Run 1, signal wires by layer:
Scale bar: 100 um.
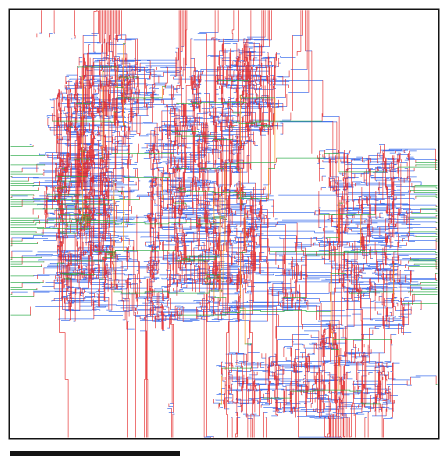
Run 1, clock wires, drivers and flops:
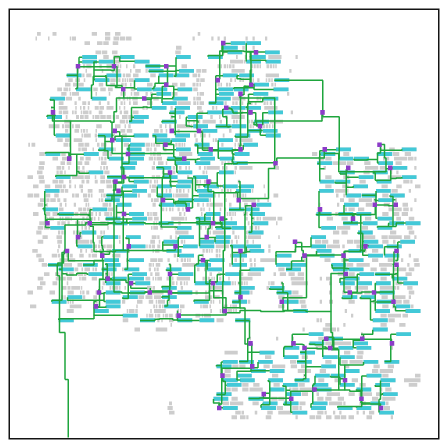
Run 1, placement view:
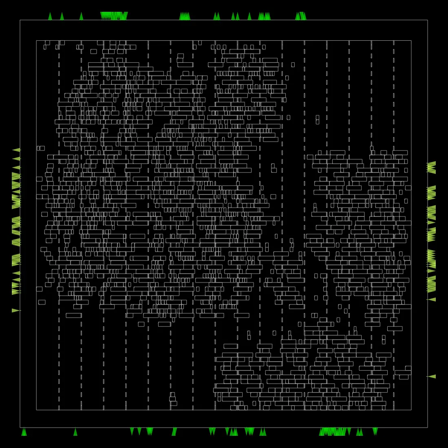
Run 1, wires at chosen ports, followed through buffers:
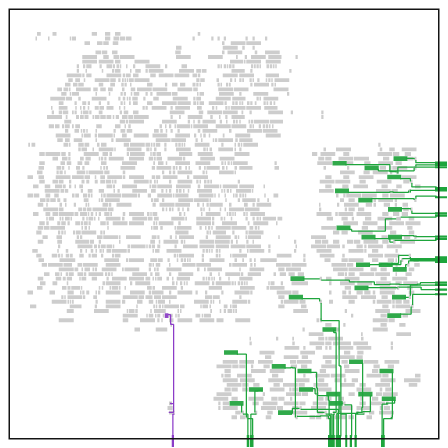
Design instr_prefetch_queue, sky130hd; sources not shown.
==> results.json, run 1 <==
{
  "drv_slew": 0,
  "grt.busiest_layer": "met2",
  "crit_path_end_kind": "primary output",
  "cp.required_ns": 3.21,
  "crit_arrival_ns": 2.97,
  "finalClockPeriodUsage_pct": 94.91,
  "rsz0062_at_grt": "false",
  "async_reset_ff_share_pct": 100.0,
  "topCellsByArea": "dfrtp_1 (54%), mux2_2 (9.3%), mux4_2 (8.6%)",
  "grt_pass1_wl_um": 70610,
  "dpl.hpwl_um": 31470,
  "grt_use_met2_pct": 23.28,
  "gp_congestion": 0.8321,
  "drcViolationCount": 0,
  "fin_area_um2": 19290,
  "fp.dieH_um": 252.1,
  "grt_pass1_vias": 12180,
  "wl_per_cell_um": 19.26,
  "post-place-ws_ns": -0.7980,
  "tightest_slew_ns": 1.091,
  "cts.sinks": 349,
  "period_minus_slack_ns": 4.556,
  "die_x_um": 252.1,
  "hold_buffers": 1,
  "rrSetupSlack_ns": 0.40,
  "top_area_cell": "dfrtp_1",
  "fp-utilization_pct": 30.50,
  "yosysUniqueCellTypes": 57,
  "chipArea_um2": 63540,
  "cts_tree": "done",
  "drtAntennaViolNets": 0,
  "cts_setup_buffers": 0,
  "hold_violations": 0,
  "holdWs_ns": 0.2325,
  "cts_max_level": 3,
  "post-synth-top-count-cell": "dfrtp_1",
  "ys_seq_share_pct": 54.05,
  "synth-edff-count": 0,
  "synth.top_cell.area_share_pct": 54.05,
  "cts_buffers": 95,
  "nets": 1650,
  "min_delay_path_depth": 0,
  "grt_util_met1_pct": 17.51,
  "area_delta_synth_final_pct": 19.37,
  "netlist_area_um2": 16160,
  "first_iter_violations": 752,
  "setup_ws_ns": 0.2444,
  "rr_worst_depth": 14,
  "vias_per_cell": 4.879,
  "drt-total-wl_um": 44780,
  "overflow": 0,
  "hold_class": "flip-flop to flip-flop",
  "ys_warn_count": 0,
  "ys_cells": 1309,
  "grt_max_degree": 91,
  "cp_max_fo": 10,
  "dr.pass1.iters": 5,
  "use_met3_pct": 4.061,
  "ff_type": "dfrtp_1",
  "syn_area_per_cell_um2": 12.34,
  "path_clk_slew_ns": 0.09,
  "setup_viol": 0,
  "top_cells_by_count": "dfrtp_1 (349), nand2_1 (194), o21ai_0 (155), mux2_2 (134), mux4_2 (62)",
  "crit_type": "flip-flop to primary output",
  "cts_resized": 266,
  "fmax_ghz": 0.2195,
  "cts.path.max_buffers": 3,
  "cts_root_buf": "clkbuf_2",
  "warnings": 34,
  "drive_gt1_share_pct": 28.76,
  "antenna_found_initial": 2,
  "synthesis.instances": 1309,
  "postPlaceCellArea_um2": 18730,
  "status": "completed",
  "maxCapViolations": 0,
  "synth_flops": 349,
  "synth_chip_area_um2": 16160,
  "largest_reg_flops": 128,
  "cp-start-kind": "flip-flop",
  "max_slew_margin_pct": 27.57
}
-- 'signal wires by layer' (at the start) --
Key: green = M3 [wire length 2670 um]; blue = M1 [wire length 19500 um]; red = M2 [wire length 21.8 mm]; orange = M4 [wire length 846 um]
gr usage total: 14.24%
DR vias: 11340

-- 'clock wires, drivers and flops' (at the start) --
Key: green = clock wires [length 5420 um]; cyan = flip-flops [count 349]; purple = clock-net drivers [count 95]
Position of the flops: spread over the die.
clk_lat worst skew: 1.06 ns

-- 'placement view' (at the start) --
Row Count: 84
Seq cells: 349
number of well taps: 688
core area: 52970 um2
post-layout util: 36.41%

-- 'wires at chosen ports, followed through buffers' (at the start) --
Key: purple = out_valid [bits 1, direction output, edge bottom, end cells 1, buffers 1, wire 80.3 um]; green = out_instr [bits 32, direction output, edge 17 right, 15 bottom, end cells 32, buffers 32, wire 1370 um]
# port buffers: 158
io pins: 166

==> run 1: metrics by stage <==
step                      instances  util [%]   TNS, ns
after floorplan                1312         -         0
after global placement         2158     35.13  -4508.54
after detailed placement       2162     35.35    -25.77
after CTS                      2322     36.69  -0.01754
after global routing           2325     36.41         0
final                          2325     36.41         0
==> run 1: worst max-delay path, stage by stage, from the launching register on <==
cell and delay (ns):
dfrtp_1 0.62, clkbuf_2 0.42, mux4_2 0.36, clkdlybuf4s15_2 0.49
==> run 1: routing by layer <==
layer	part of all wire, %	wire length (um)	up-vias
li1	-	-	5192
met4	1.9	846	0
met2	49	21760	324
met5	0	0	-
met1	44	19500	5760
met3	6.0	2667	67
==> run 1: layout by cell type, fill, tap and decap left out, drive strengths merged, types with 18 or more instances in the layout <==
master / synthesis / layout
buf: 37 / 100
clkbuf: 43 / 176
clkdlybuf4s50: 0 / 95
clkinv: 0 / 19
dfrtp: 349 / 349
inv: 13 / 18
mux2: 134 / 134
mux2i: 50 / 50
mux4: 62 / 62
nand2: 195 / 195
nand3: 33 / 33
nor2: 36 / 36
o21ai: 156 / 156
xnor2: 53 / 53
xor2: 35 / 35
==> run 1: logic make-up after synthesis <==
logic type | share of synthesized area (%)
AND-OR/OR-AND | 6.025
multiplexers | 21.08
flip-flops | 54.05
XOR/XNOR | 4.770
AND/OR/NAND/NOR | 10.36
buffers and inverters | 2.695
other | 0.02321
adder cells (fa/ha/maj) | 0.9913
==> run 1: cell type report <==
type	count	area (um2)
Fill cell	5318	33680
Sequential cell	349	8733
Multi-Input combinational cell	870	6999
Timing Repair Buffer	163	1414
Tap cell	688	860.8
Clock buffer	134	670.6
Buffer	79	409.1
Clock inverter	26	142.6
Inverter	13	48.80
Antenna cell	3	7.507
Run 1, pin placement:
Pins as bars across the die edge, other pins in gray.
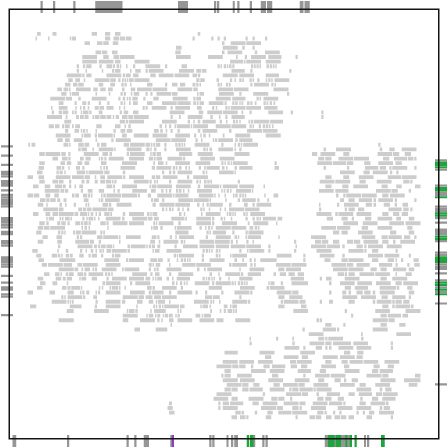

==> run 2: changes to the inputs <==
--- a/config.mk
+++ b/config.mk
@@ -15,3 +15,4 @@
 export SYNTH_ARGS = -nofsm -noshare
 export SYNTH_HDL_FRONTEND = slang
 export SYNTH_SLANG_ARGS = --single-unit
+export TNS_END_PERCENT = 5
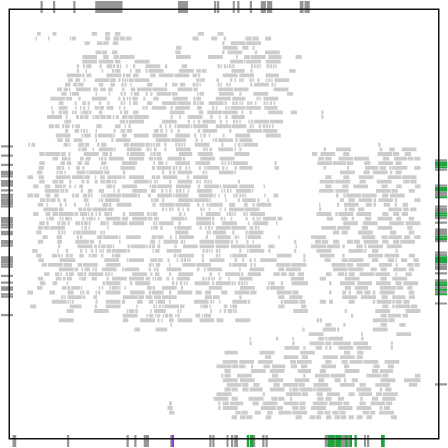
Run 2: pin placement
Pins as bars across the die edge, other pins in gray.
Key: green = out_instr [pins 32, direction output, edge 17 right, 15 bottom]; purple = out_valid [pins 1, direction output, edge bottom]
Die Y: 252.1 um
Die X-Extent: 252.1 um

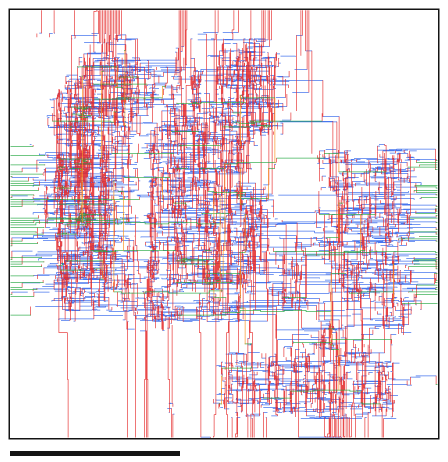
Run 2: signal wires by layer
Scale bar: 100 um.
Key: orange = M4 [wire length 857 um]; blue = M1 [wire length 19400 um]; red = M2 [wire length 21.7 mm]; green = M3 [wire length 2660 um]
gr usage total: 14.22%
DR vias: 11270

==> results.json, run 2 <==
{
  "topCellsByArea": "dfrtp_1 (54%), mux2_2 (9.3%), mux4_2 (8.6%)",
  "core_um2": 52970,
  "cts_buffers": 95,
  "async_reset_ff_share_pct": 100.0,
  "grt_pass1_vias": 12170,
  "ys_cells": 1309,
  "setup_viol": 0,
  "cts_max_level": 3,
  "hold_class": "flip-flop to flip-flop",
  "tightest_slew_ns": 1.094,
  "cts_root_buf": "clkbuf_2",
  "register_area_um2": 8733,
  "drt-total-wl_um": 44620,
  "vias_per_cell": 4.849,
  "finalSetupTns_ns": 0,
  "dpl.hpwl_um": 31470,
  "combGateArea_um2": 6999,
  "clkLatencyLatePin_ns": 1.06,
  "mostFrequentLayoutCells": "dfrtp_1 (349), nand2_1 (194), o21ai_0 (155)",
  "overflow": 0,
  "gp_congestion": 0.8321,
  "cts_setup_buffers": 0,
  "maxCapViolations": 0,
  "netlist_area_um2": 16160,
  "crit_path_end_kind": "primary output",
  "synth.top_cell.area_share_pct": 54.05,
  "wl_per_cell_um": 19.19,
  "hold_violations": 0,
  "crit_arrival_ns": 3.11,
  "cts_tree": "done",
  "drv_slew": 0,
  "area_delta_synth_final_pct": 21.41,
  "path_clk_slew_ns": 0.09,
  "drive_gt1_share_pct": 28.70,
  "nFillCells": 5283,
  "rr_worst_depth": 12,
  "cts.path.max_buffers": 3,
  "drcViolationCount": 0,
  "fp-utilization_pct": 30.50,
  "ff_type": "dfrtp_1",
  "grt_max_degree": 91,
  "post-synth-top-count-cell": "dfrtp_1",
  "warnings": 35,
  "first_iter_violations": 806,
  "pin_count": 166,
  "period_minus_slack_ns": 4.695,
  "min_delay_path_depth": 0,
  "yosysUniqueCellTypes": 57,
  "place.port_buffers": 158,
  "rrSetupSlack_ns": 0.21,
  "nets": 1650,
  "synthesis.instances": 1309,
  "final_common_cell": "dfrtp_1",
  "top_cells_by_count": "dfrtp_1 (349), nand2_1 (194), o21ai_0 (155), mux2_2 (134), mux4_2 (62)",
  "largest_reg_flops": 128,
  "synth-edff-count": 0,
  "top_area_cell": "dfrtp_1",
  "cp-start-kind": "flip-flop",
  "ys_warn_count": 0,
  "cts.sinks": 349,
  "synth_flops": 349,
  "num_rows": 84,
  "cp_max_fo": 10,
  "grt_pass1_wl_um": 70530,
  "holdWs_ns": 0.2252,
  "crit_type": "flip-flop to primary output",
  "drtAntennaViolNets": 0,
  "cp.required_ns": 3.21,
  "status": "completed",
  "rsz0062_at_grt": "true",
  "dr.pass1.iters": 7,
  "fmax_ghz": 0.2130
}
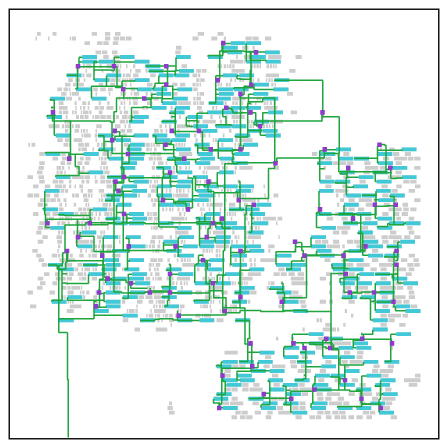
Run 2: clock wires, drivers and flops
Key: purple = clock-net drivers [count 95]; green = clock wires [length 5410 um]; cyan = flip-flops [count 349]
There are 96 routed clock nets.

## run 2: cell type report
cell class | count | share of cell area [%]
Antenna cell | 3 | 0.03827
Buffer | 79 | 2.079
Clock buffer | 134 | 3.419
Clock inverter | 26 | 0.7271
Inverter | 13 | 0.2488
Multi-Input combinational cell | 870 | 35.68
Sequential cell | 349 | 44.52
Tap cell | 688 | 4.388
Timing Repair Buffer | 163 | 8.898
## run 2: logic make-up (layout without fill, tap and decap cells)
group,count (synthesis),after routing,share of synthesized area (%)
buf+inv,93,415,2.695
simple gates,343,343,10.36
xor+xnor,88,88,4.770
fa+ha+maj,11,11,0.9913
other cells,1,7,0.02321
compound gates,178,178,6.025
mux,246,246,21.08
flops,349,349,54.05
## run 2: what timing repair did
action                                 4_1_cts  5_1_grt
hold buffers                                 1        0
endpoints found under the hold margin       12        0
setup endpoints to repair                   62       60
gates resized                              204        6
## run 2: through the flow
step	std cells	utilization (%)	instance area, um2	worst slack [ns]
after floorplan	1312	-	16170	0.4902
after global placement	2158	35.13	18610	-12.91
after detailed placement	2162	35.35	18730	-0.7980
after CTS	2322	37.05	19630	-0.06782
after global routing	2325	37.03	19620	-0.1253
final	2325	37.03	19620	0.1045
## run 2: worst max-delay path, stage by stage (launching register included)
cell	delay [ns]
dfrtp_1	0.32
buf_2	0.31
buf_4	0.33
mux4_2	0.58
clkdlybuf4s15_2	0.49
## run 2: per-layer routing
metal	track usage, %	vias up	share of wire (%)
met4	5.660	0	1.9
met2	23.27	327	49
met3	4.071	66	6.0
met1	17.45	5686	44
met5	0	-	0
li1	-	5194	-
